--- src/rtl/td4_out_uart.sv ---
// TD4 output-port monitor: queues each change of outp_in and sends it as an ASCII
// hex character on a UART 8N1 line. Define TD4_OUT_CRLF_EN to follow each character with CR LF.
module td4_out_uart #(
    parameter int CLKS_PER_BIT = 16,
    parameter int FIFO_DEPTH   = 4
) (
    input  logic                          clk,
    input  logic                          reset,
    input  logic [3:0]                    outp_in,
    output logic                          tx,
    output logic                          busy,
    output logic                          overflow,
    output logic [$clog2(FIFO_DEPTH):0]   fifo_count,
    output logic [1:0]                    state_dbg
);

    localparam int PW = $clog2(FIFO_DEPTH);
    localparam int CW = PW + 1;
    localparam int BW = $clog2(CLKS_PER_BIT);

    typedef enum logic [1:0] {
        IDLE  = 2'd0,
        START = 2'd1,
        DATA  = 2'd2,
        STOP  = 2'd3
    } state_t;

    state_t         state_q, state_d;
    logic [BW-1:0]  baud_q, baud_d;
    logic [2:0]     bit_q, bit_d;
    logic [7:0]     shreg_q, shreg_d;
    logic           tx_q, tx_d;
    logic [3:0]     mem [FIFO_DEPTH];
    logic [PW-1:0]  wr_ptr, rd_ptr;
    logic [CW-1:0]  count_q;
    logic [3:0]     prev_q;
    logic           ovf_q;
    logic           push_req, push_ok, pop;
    logic           baud_last;
    logic           term_pending;

`ifdef TD4_OUT_CRLF_EN
    // Number of line-terminator frames still owed for the current value (2 = CR then LF).
    logic [1:0]     tail_q, tail_d;
    assign term_pending = (tail_q != 2'd0);
`else
    assign term_pending = 1'b0;
`endif

    function automatic logic [7:0] hex_char(input logic [3:0] v);
        if (v < 4'd10)
            return 8'h30 + {4'h0, v};
        else
            return 8'h41 + ({4'h0, v} - 8'd10);
    endfunction

    assign push_req  = (outp_in != prev_q);
    // A full FIFO still accepts the push when the head leaves in the same cycle.
    assign push_ok   = push_req && ((count_q < CW'(FIFO_DEPTH)) || pop);
    assign baud_last = (baud_q == BW'(CLKS_PER_BIT - 1));

    always_comb begin
        state_d = state_q;
        baud_d  = baud_q;
        bit_d   = bit_q;
        shreg_d = shreg_q;
        tx_d    = tx_q;
        pop     = 1'b0;
`ifdef TD4_OUT_CRLF_EN
        tail_d  = tail_q;
`endif
        case (state_q)
            IDLE: begin
                tx_d   = 1'b1;
                baud_d = '0;
                bit_d  = '0;
`ifdef TD4_OUT_CRLF_EN
                if (tail_q != 2'd0) begin
                    shreg_d = (tail_q == 2'd2) ? 8'h0D : 8'h0A;
                    tail_d  = tail_q - 2'd1;
                    tx_d    = 1'b0;
                    state_d = START;
                end else if (count_q != '0) begin
                    pop     = 1'b1;
                    shreg_d = hex_char(mem[rd_ptr]);
                    tail_d  = 2'd2;
                    tx_d    = 1'b0;
                    state_d = START;
                end
`else
                if (count_q != '0) begin
                    pop     = 1'b1;
                    shreg_d = hex_char(mem[rd_ptr]);
                    tx_d    = 1'b0;
                    state_d = START;
                end
`endif
            end
            START: begin
                if (baud_last) begin
                    baud_d  = '0;
                    bit_d   = '0;
                    tx_d    = shreg_q[0];
                    shreg_d = {1'b0, shreg_q[7:1]};
                    state_d = DATA;
                end else begin
                    baud_d = baud_q + 1'b1;
                end
            end
            DATA: begin
                if (baud_last) begin
                    baud_d = '0;
                    if (bit_q == 3'd7) begin
                        tx_d    = 1'b1;
                        state_d = STOP;
                    end else begin
                        // Shift register already holds the next bit at position 0.
                        tx_d    = shreg_q[0];
                        shreg_d = {1'b0, shreg_q[7:1]};
                        bit_d   = bit_q + 3'd1;
                    end
                end else begin
                    baud_d = baud_q + 1'b1;
                end
            end
            STOP: begin
                if (baud_last) begin
                    baud_d  = '0;
                    state_d = IDLE;
                end else begin
                    baud_d = baud_q + 1'b1;
                end
            end
            default: state_d = IDLE;
        endcase
    end

    always_ff @(posedge clk) begin
        if (!reset) begin
            state_q <= IDLE;
            baud_q  <= '0;
            bit_q   <= '0;
            shreg_q <= '0;
            tx_q    <= 1'b1;
            wr_ptr  <= '0;
            rd_ptr  <= '0;
            count_q <= '0;
            prev_q  <= 4'h0;
            ovf_q   <= 1'b0;
`ifdef TD4_OUT_CRLF_EN
            tail_q  <= 2'd0;
`endif
        end else begin
            state_q <= state_d;
            baud_q  <= baud_d;
            bit_q   <= bit_d;
            shreg_q <= shreg_d;
            tx_q    <= tx_d;
`ifdef TD4_OUT_CRLF_EN
            tail_q  <= tail_d;
`endif
            if (push_req)
                prev_q <= outp_in;
            if (push_req && !push_ok)
                ovf_q <= 1'b1;
            if (push_ok)
                wr_ptr <= wr_ptr + 1'b1;
            if (pop)
                rd_ptr <= rd_ptr + 1'b1;
            case ({push_ok, pop})
                2'b10:   count_q <= count_q + 1'b1;
                2'b01:   count_q <= count_q - 1'b1;
                default: count_q <= count_q;
            endcase
        end
    end

    // Storage needs no reset: the pointers and count define which entries are valid.
    always_ff @(posedge clk) begin
        if (reset && push_ok)
            mem[wr_ptr] <= outp_in;
    end

    assign tx         = tx_q;
    assign busy       = (state_q != IDLE) || (count_q != '0) || term_pending;
    assign overflow   = ovf_q;
    assign fifo_count = count_q;
    assign state_dbg  = state_q;

endmodule

--- config.mk ---
export PLATFORM = sky130hd
export DESIGN_NAME = td4_out_uart
export DESIGN_NICKNAME = d
export VERILOG_FILES = /design/src/rtl/td4_out_uart.sv
export SDC_FILE = /design/constraint.sdc
export NUM_CORES = 1
export LEC_CHECK = 0
export CAP_MARGIN = 0
export CORE_UTILIZATION = 30
export DETAILED_ROUTE_END_ITERATION = 10
export PLACE_DENSITY = 0.49
export SLEW_MARGIN = 20
export SYNTH_ARGS = -nofsm -noshare
export SYNTH_HDL_FRONTEND = slang
export SYNTH_SLANG_ARGS = --single-unit
export TNS_END_PERCENT = 5
--- constraint.sdc ---
create_clock -name clk -period 3.4 [get_ports clk]
set_input_delay 0.51 -clock clk [delete_from_list [all_inputs] [get_ports clk]]
set_output_delay 0.51 -clock clk [all_outputs]
set_load 0.03 [all_outputs]
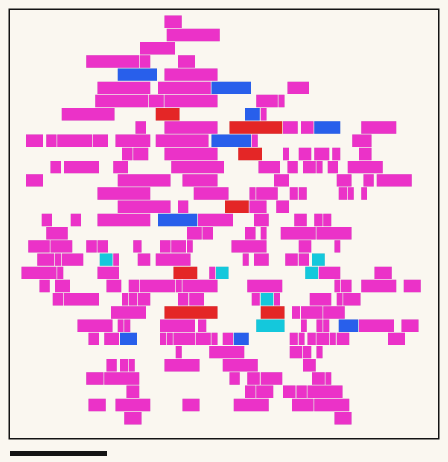
Figure 1: drive-strength map.
Scale bar: 20 µm.
- x1 and smaller: magenta (cells 195; share 90%)
- x2: blue (cells 9; share 4.1%)
- x3 and x4: cyan (cells 6; share 2.8%)
- x6 and larger: red (cells 7; share 3.2%)
Plain + repair buffers: 17
final worst-path setup slack: 0.6322 ns
Design Area, Final: 2619 µm²

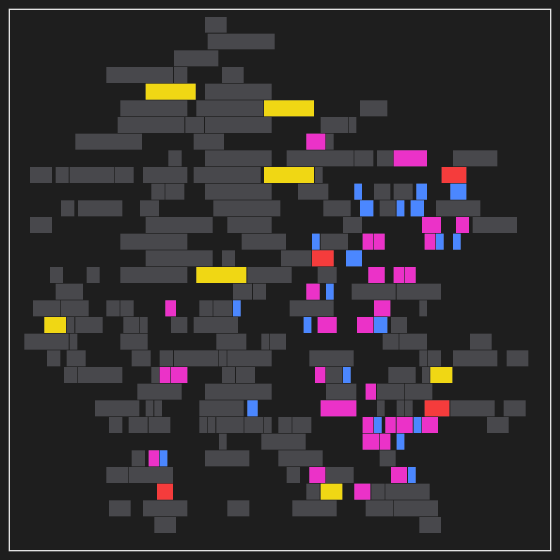
Figure 2: selected gate families.
- mux cells: yellow (cells 7)
- nand cells: blue (cells 21)
- aoi and oai cells: magenta (cells 30)
- non-inverting ao/oa cells: red (cells 4)

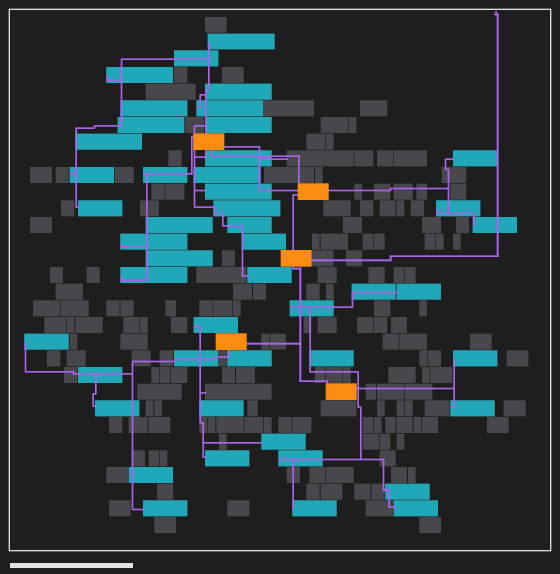
Figure 3: clock network drawn from the DEF.
Scale bar: 20 µm.
- clock-net drivers: orange (count 5)
- flip-flops: cyan (count 47)
- clock wires: purple (length 609 µm)
- routed clock nets: 6

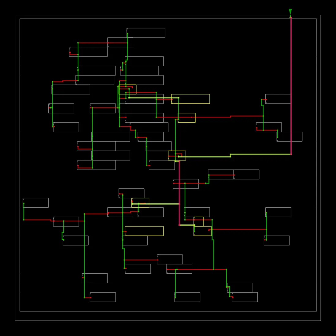
Figure 4: clock routing.
Clock Skew: 0.003366 ns
Clock Sinks: 47
power attributed to the clock group: 0.000486 W
clk_buf instances: 5

==> state kept, by name (all words and copies together) (netlist names), named ones only <==
| signal | count |
|---|---|
| mem | 16 |
| wr_ptr | 2 |
| baud_q | 4 |
| shreg_q | 7 |
| overflow | 1 |
| prev_q | 4 |
| state_dbg | 2 |
| bit_q | 3 |
| tx | 1 |
| fifo_count | 3 |
| rd_ptr | 2 |
==> per-layer routing <==
layer  part of all wire [%]  GRT usage (%)  vias up  routed length, µm
met5                      0              0        -                  0
met4                    1.5          4.839        0                 57
met3                    2.6          2.922        5                102
met2                     48          19.03       17               1848
met1                     48          14.06      668               1857
li1                       -              -      730                  -
==> stage by stage <==
stage               std cells  total power, W
finish                    316        0.002345
global route              316        0.002529
CTS                       316        0.002380
detailed placement        308        0.001886
global placement          308        0.001887
floorplan                 198        0.001616
==> results.txt <==
Notes on the physical implementation.

- Along the worst path, the maximum fanout reaches 6.
- The flop share of the area is 42.05%, for reference.
- For reference, the mux area share after synthesis is 5.399%.
- Between the synthesized netlist and the finished layout, the area growth was recorded as 17.72%.
- The endpoint type of the worst setup path is a register, for reference.
- The buffer cell driving the clock tree root is clkbuf_8, for reference.
- The share of synthesized area in the top cell type comes to 27.90%.
- The standby leakage power is 1.007 nW, for reference.
- The worst-margin pin slew is 0.5271 ns, for reference.
- The final timing summary puts the cycle share of the worst path at 81.41%.
- The kind of path behind the tightest hold check is register to register, for reference.
- The largest area contributor in the synthesized netlist is dfxtp_1, for reference.
- The most repeated cell in the gate-level netlist after synthesis is dfxtp_1, for reference.
- The fraction of layout cells with a size suffix above 1 is 10.14%, for reference.
- The top cell class by occupied area is registers, for reference.
- The average wire per standard cell is 12.23 µm, for reference.
- The multi-input combinational area share is 39.75%, for reference.
- The chip footprint is 7763 µm², for reference.
- The number of warnings reported in the stage logs is 33.
- The script logs the ratio of routed vias to standard cells as 4.494.
- The number of warnings reported in the yosys synthesis log is 0, for reference.
- The report puts the hold buffer count at CTS at 0.
- The clock input transition at the sequential cells of the worst setup and hold paths is 0.09 ns, for reference.
- By instance count after routing, the leading logic cell types are 31 x dfxtp_1, 16 x ha_1, 16 x edfxtp_1.
- Setup repair after global routing left no endpoint under its margin.
- Of all flip-flops after synthesis, the portion carrying an async set or reset was 0%.
- In this run, the synthesized area fraction spent on adder and majority cells is recorded as 9.899%.
- The number of CTS-inserted buffers is 5, for reference.
- The required time at the worst-slack endpoint is 3.63 ns, for reference.
- For the sequential group, total power comes out at 0.000776 W.
- The half-perimeter wire length of the detailed placement result is 2.876 mm, for reference.
- The number of I/O pins is 14, for reference.
- OpenSTA, run right after detailed placement, puts the worst setup slack at 0.2606 ns.
- By count the netlist is led by 31 x dfxtp_1, 16 x edfxtp_1, 16 x ha_1.
- The largest part of the power goes to combinational logic.
- The count of TritonRoute iterations in the first routing pass is 4, for reference.
- In this run the core area contains 31 standard-cell rows.
- The core utilization at floorplan is 30.84%, for reference.
- The height of the die is 88.11 µm, for reference.
- The core region is 7214 µm².
- The portion of total power attributed to combinational logic is 46.2%, for reference.
- In the synthesized netlist, the number of instances is 198.
- The flow ran to the end, and the final reports show no timing, DRC or antenna violations.
- In this run the tool buffered the top-level ports with 13 buffer cells.
- The placement summary gives the final routability congestion estimate as 0.7215.
- The share of the Yosys chip area taken by registers is 49.49%.
- The total of cells resized after clock tree synthesis is 0, for reference.
- The flow reports that sequential cells draw 33.1% of the design power.
- Recorded from the global router log, the overflow total was 0.
- The minimum clock period is 2.768 ns, for reference.
- Max-slew check failures listed in the final report amount to 0.
- The highest-count logic cell in the final layout is dfxtp_1, for reference.
- The switching share of total power is 37.71%, for reference.
Power and IR drop assume default switching activity.
